`src/rtl/muldiv_iter.sv`:
```
// Iterative multiply/divide unit: one-bit-per-cycle shift-add multiplier and restoring
// divider sharing a single FSM, operand latch and {hi,lo} result register.
module muldiv_iter #(
  parameter int unsigned WIDTH = 32
) (
  input  logic                 i_clk,
  input  logic                 i_rst_n,
  input  logic                 i_start,
  input  logic [1:0]           i_op,
  input  logic [WIDTH-1:0]     i_a,
  input  logic [WIDTH-1:0]     i_b,
  input  logic                 i_cancel,
  output logic                 o_stall,
  output logic                 o_busy,
  output logic                 o_ready,
  output logic [2*WIDTH-1:0]   o_result,
  output logic                 o_div_by_zero
);

  localparam int unsigned CW = $clog2(WIDTH + 1);

  typedef enum logic [1:0] {StIdle, StMul, StDiv, StDone} state_e;

  state_e               r_state;
  logic [CW-1:0]        r_cnt;
  logic [2*WIDTH-1:0]   r_acc;
  logic [WIDTH-1:0]     r_opnd;
  logic                 r_neg_res;
  logic                 r_neg_rem;
  logic                 r_busy;
  logic                 r_ready;
  logic [2*WIDTH-1:0]   r_result;
  logic                 r_dbz;

  logic                 w_a_neg;
  logic                 w_b_neg;
  logic [WIDTH-1:0]     w_a_mag;
  logic [WIDTH-1:0]     w_b_mag;
  logic                 w_b_zero;
  logic [WIDTH:0]       w_mul_sum;
  logic [2*WIDTH-1:0]   w_mul_next;
  logic [WIDTH:0]       w_rem_sh;
  logic [WIDTH:0]       w_diff;
  logic [2*WIDTH-1:0]   w_div_next;
  logic [2*WIDTH-1:0]   w_step;
  logic [2*WIDTH-1:0]   w_prod_fix;
  logic [WIDTH-1:0]     w_quo_fix;
  logic [WIDTH-1:0]     w_rem_fix;
  logic [2*WIDTH-1:0]   w_final;

  // Signed ops work on magnitudes; signs are re-applied on the DONE entry edge.
  assign w_a_neg  = ~i_op[0] & i_a[WIDTH-1];
  assign w_b_neg  = ~i_op[0] & i_b[WIDTH-1];
  assign w_a_mag  = w_a_neg ? -i_a : i_a;
  assign w_b_mag  = w_b_neg ? -i_b : i_b;
  assign w_b_zero = (i_b == '0);

  // Multiply: acc = {hi, multiplier}; add multiplicand into hi, shift right.
  assign w_mul_sum  = {1'b0, r_acc[2*WIDTH-1:WIDTH]} +
                      {1'b0, (r_acc[0] ? r_opnd : {WIDTH{1'b0}})};
  assign w_mul_next = {w_mul_sum, r_acc[WIDTH-1:1]};

  // Divide: acc = {rem, quo}; shift left, trial-subtract the divisor.
  assign w_rem_sh   = r_acc[2*WIDTH-1:WIDTH-1];
  assign w_diff     = w_rem_sh - {1'b0, r_opnd};
  assign w_div_next = w_diff[WIDTH] ? {w_rem_sh[WIDTH-1:0], r_acc[WIDTH-2:0], 1'b0}
                                    : {w_diff[WIDTH-1:0], r_acc[WIDTH-2:0], 1'b1};

  assign w_step     = (r_state == StDiv) ? w_div_next : w_mul_next;
  assign w_prod_fix = r_neg_res ? -w_step : w_step;
  assign w_quo_fix  = r_neg_res ? -w_step[WIDTH-1:0] : w_step[WIDTH-1:0];
  assign w_rem_fix  = r_neg_rem ? -w_step[2*WIDTH-1:WIDTH] : w_step[2*WIDTH-1:WIDTH];
  assign w_final    = (r_state == StDiv) ? {w_rem_fix, w_quo_fix} : w_prod_fix;

  always_ff @(posedge i_clk or negedge i_rst_n) begin
    if (!i_rst_n) begin
      r_state   <= StIdle;
      r_cnt     <= '0;
      r_acc     <= '0;
      r_opnd    <= '0;
      r_neg_res <= 1'b0;
      r_neg_rem <= 1'b0;
      r_busy    <= 1'b0;
      r_ready   <= 1'b0;
      r_result  <= '0;
      r_dbz     <= 1'b0;
    end else begin
      r_ready <= 1'b0;
      unique case (r_state)
        StIdle: begin
          if (i_start && !i_cancel) begin
            r_cnt     <= CW'(WIDTH);
            r_neg_res <= w_a_neg ^ w_b_neg;
            r_neg_rem <= w_a_neg;
            if (i_op[1] && w_b_zero) begin
              r_state  <= StDone;
              r_ready  <= 1'b1;
              r_result <= {i_a, {WIDTH{1'b1}}};
              r_dbz    <= 1'b1;
            end else if (i_op[1]) begin
              r_state <= StDiv;
              r_acc   <= {{WIDTH{1'b0}}, w_a_mag};
              r_opnd  <= w_b_mag;
              r_busy  <= 1'b1;
            end else begin
              r_state <= StMul;
              r_acc   <= {{WIDTH{1'b0}}, w_b_mag};
              r_opnd  <= w_a_mag;
              r_busy  <= 1'b1;
            end
          end
        end
        StMul, StDiv: begin
          if (i_cancel) begin
            r_state <= StIdle;
            r_busy  <= 1'b0;
          end else begin
            r_acc <= w_step;
            r_cnt <= r_cnt - 1'b1;
            // Last iteration folds straight into the sign-corrected result write.
            if (r_cnt == CW'(1)) begin
              r_state  <= StDone;
              r_busy   <= 1'b0;
              r_ready  <= 1'b1;
              r_result <= w_final;
              r_dbz    <= 1'b0;
            end
          end
        end
        StDone:  r_state <= StIdle;
        default: r_state <= StIdle;
      endcase
    end
  end

  assign o_stall       = i_rst_n & ~i_cancel & (((r_state == StIdle) & i_start) | r_busy);
  assign o_busy        = r_busy;
  assign o_ready       = r_ready;
  assign o_result      = r_result;
  assign o_div_by_zero = r_dbz;

endmodule

```
`config.mk`:
```
export PLATFORM = sky130hd
export DESIGN_NAME = muldiv_iter
export DESIGN_NICKNAME = d
export VERILOG_FILES = /design/src/rtl/muldiv_iter.sv
export SDC_FILE = /design/constraint.sdc
export NUM_CORES = 1
export LEC_CHECK = 0
export ABC_AREA = 1
export CORE_ASPECT_RATIO = 1.5
export CORE_UTILIZATION = 50
export DETAILED_ROUTE_END_ITERATION = 7
export PLACE_DENSITY = 0.71
export SYNTH_ARGS = -nofsm -noshare
export SYNTH_HDL_FRONTEND = slang
export SYNTH_SLANG_ARGS = --single-unit
```
`constraint.sdc`:
```
create_clock -name i_clk -period 4.7 [get_ports i_clk]
set_clock_uncertainty 0.05 [all_clocks]
set_input_delay 0.47 -clock i_clk [delete_from_list [all_inputs] [get_ports i_clk]]
set_output_delay 0.47 -clock i_clk [all_outputs]
set_load 0.05 [all_outputs]
```
==> design notes <==
In this run, distinct cell masters in the synthesized netlist total 55. The script reports the combined buffer and inverter count of the critical path as 5. The count of buffers not belonging to the clock network in the layout works out to 191. Setup repair after global routing could not meet its margin everywhere.

The DRC violation total left in the routed layout is recorded as 0. Leaving out the clock tree, the finished layout contains an inverter count of 444. Across all stage logs, warnings added up to 34. The area fraction of the dominant cell type after synthesis is 24.5%. Post-route period utilization is reported as 94.7%. Along the worst hold path, the cell count comes to 2. In this run the most used layer during global routing was met2. Per the post-synthesis report, the nets total 3080.

In the detailed route, the total length drawn on met2 is 39.2 mm. The site row count was 84. In this run, synthesis inferred 0 flip-flops with an integrated enable. For the post-synthesis instance total, the log shows 2934. The required arrival time at the worst endpoint was 4.92 ns; the fraction of cell area in non-clock buffers was 8.83%.

The post-route cell area was 0.0203 mm^2. For reference, the top cells by area after synthesis are sky130_fd_sc_hd__dfrtp_1 (24%), sky130_fd_sc_hd__nand2_1 (18%), sky130_fd_sc_hd__inv_1 (9.0%). The flow ran to the end, and the final reports show no timing, DRC or antenna violations. Summing all flip-flop and latch instances after layout gives 0.00433 mm^2. With the peak ir drop on the vdd network at 542 uV, the total I/O pin count is 138. The combinational group share of total power came out at 75.9%.

The switching component of the power is 10.7 mW. Traced cell by cell, the critical path runs through clkdlybuf4s50_1 -> inv_1 -> ha_1 -> nand2_1 -> nor3b_1 -> inv_1 -> nor3_2 -> nand2_1 -> nor2_2 -> nand3_1 -> nor2_2 -> nand3_1 -> nand2_1 -> nor2_4 -> inv_2 -> nand2_2 -> buf_4 -> o22ai_1.
Figure 1. Wiring by layer.
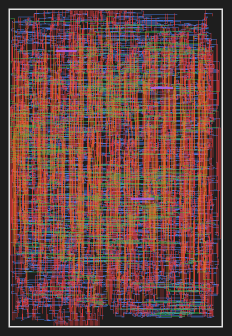
layer	color	wire length
met4	orange	10600 um
met3	green	8000 um
met1	blue	27.5 mm
met5	purple	44.2 um
met2	red	39.2 mm
routed wire length per instance: 24.1 um
total length of routed wires: 85.3 mm
count of vias placed by the detailed router: 21200
overall global routing resource usage: 47.7%

Figure 2. Metal 3.
Scale bar: 50 um. Cells faint in the background.
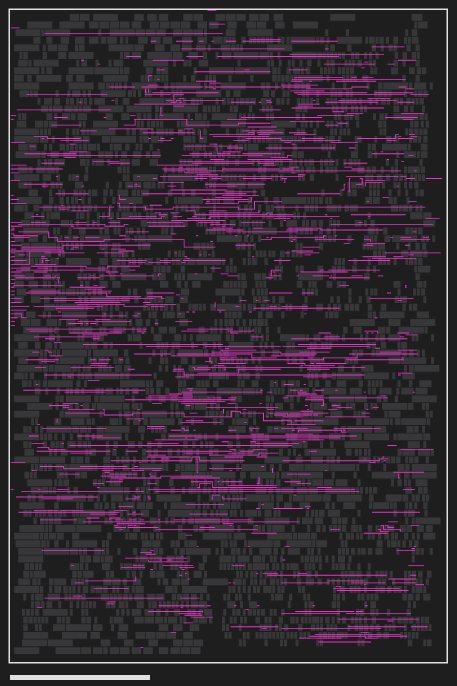
longest straight run	79.1 um
nets with wire on the layer	494
wire length on this layer	8000 um
grt met3 use: 11.9%

Figure 3. Track usage over the die.
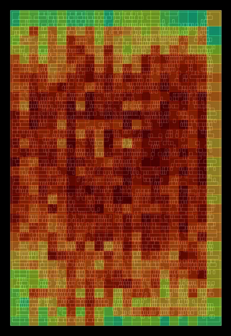
met2 capacity usage during global routing: 77.6%
Finished Core Util: 58.1%

Figure 4. Clock distribution.
Scale bar: 50 um.
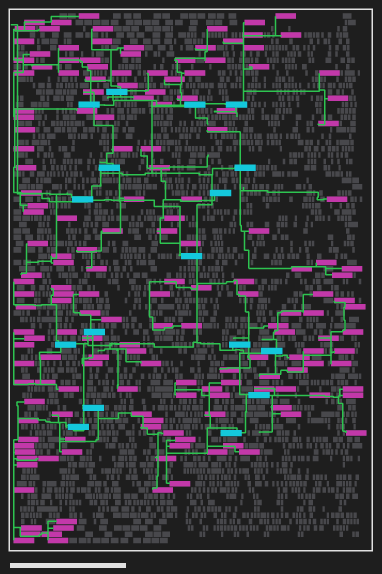
[cells driving clock nets] cyan | count: 17
[clock wires] green | length: 2840 um
[flip-flops] magenta | count: 173
routed clock nets	18
insertion delay at the late pin of the worst-skew pair: 0.48 ns
clock network power: 1.49 mW
clock share of power: 8.7%

Figure 5. M2 wires.
Cells faint in the background.
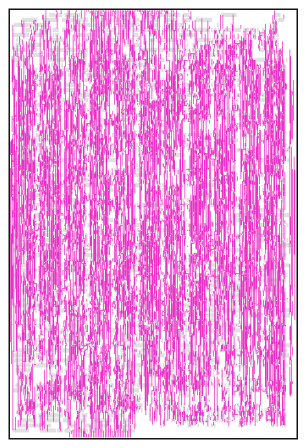
longest straight run	94.3 um
main direction	vertical
share of all routed wire	46%
wire length on this layer	39.2 mm

Power figures rest on the tool's default switching activity, not on a simulated workload.
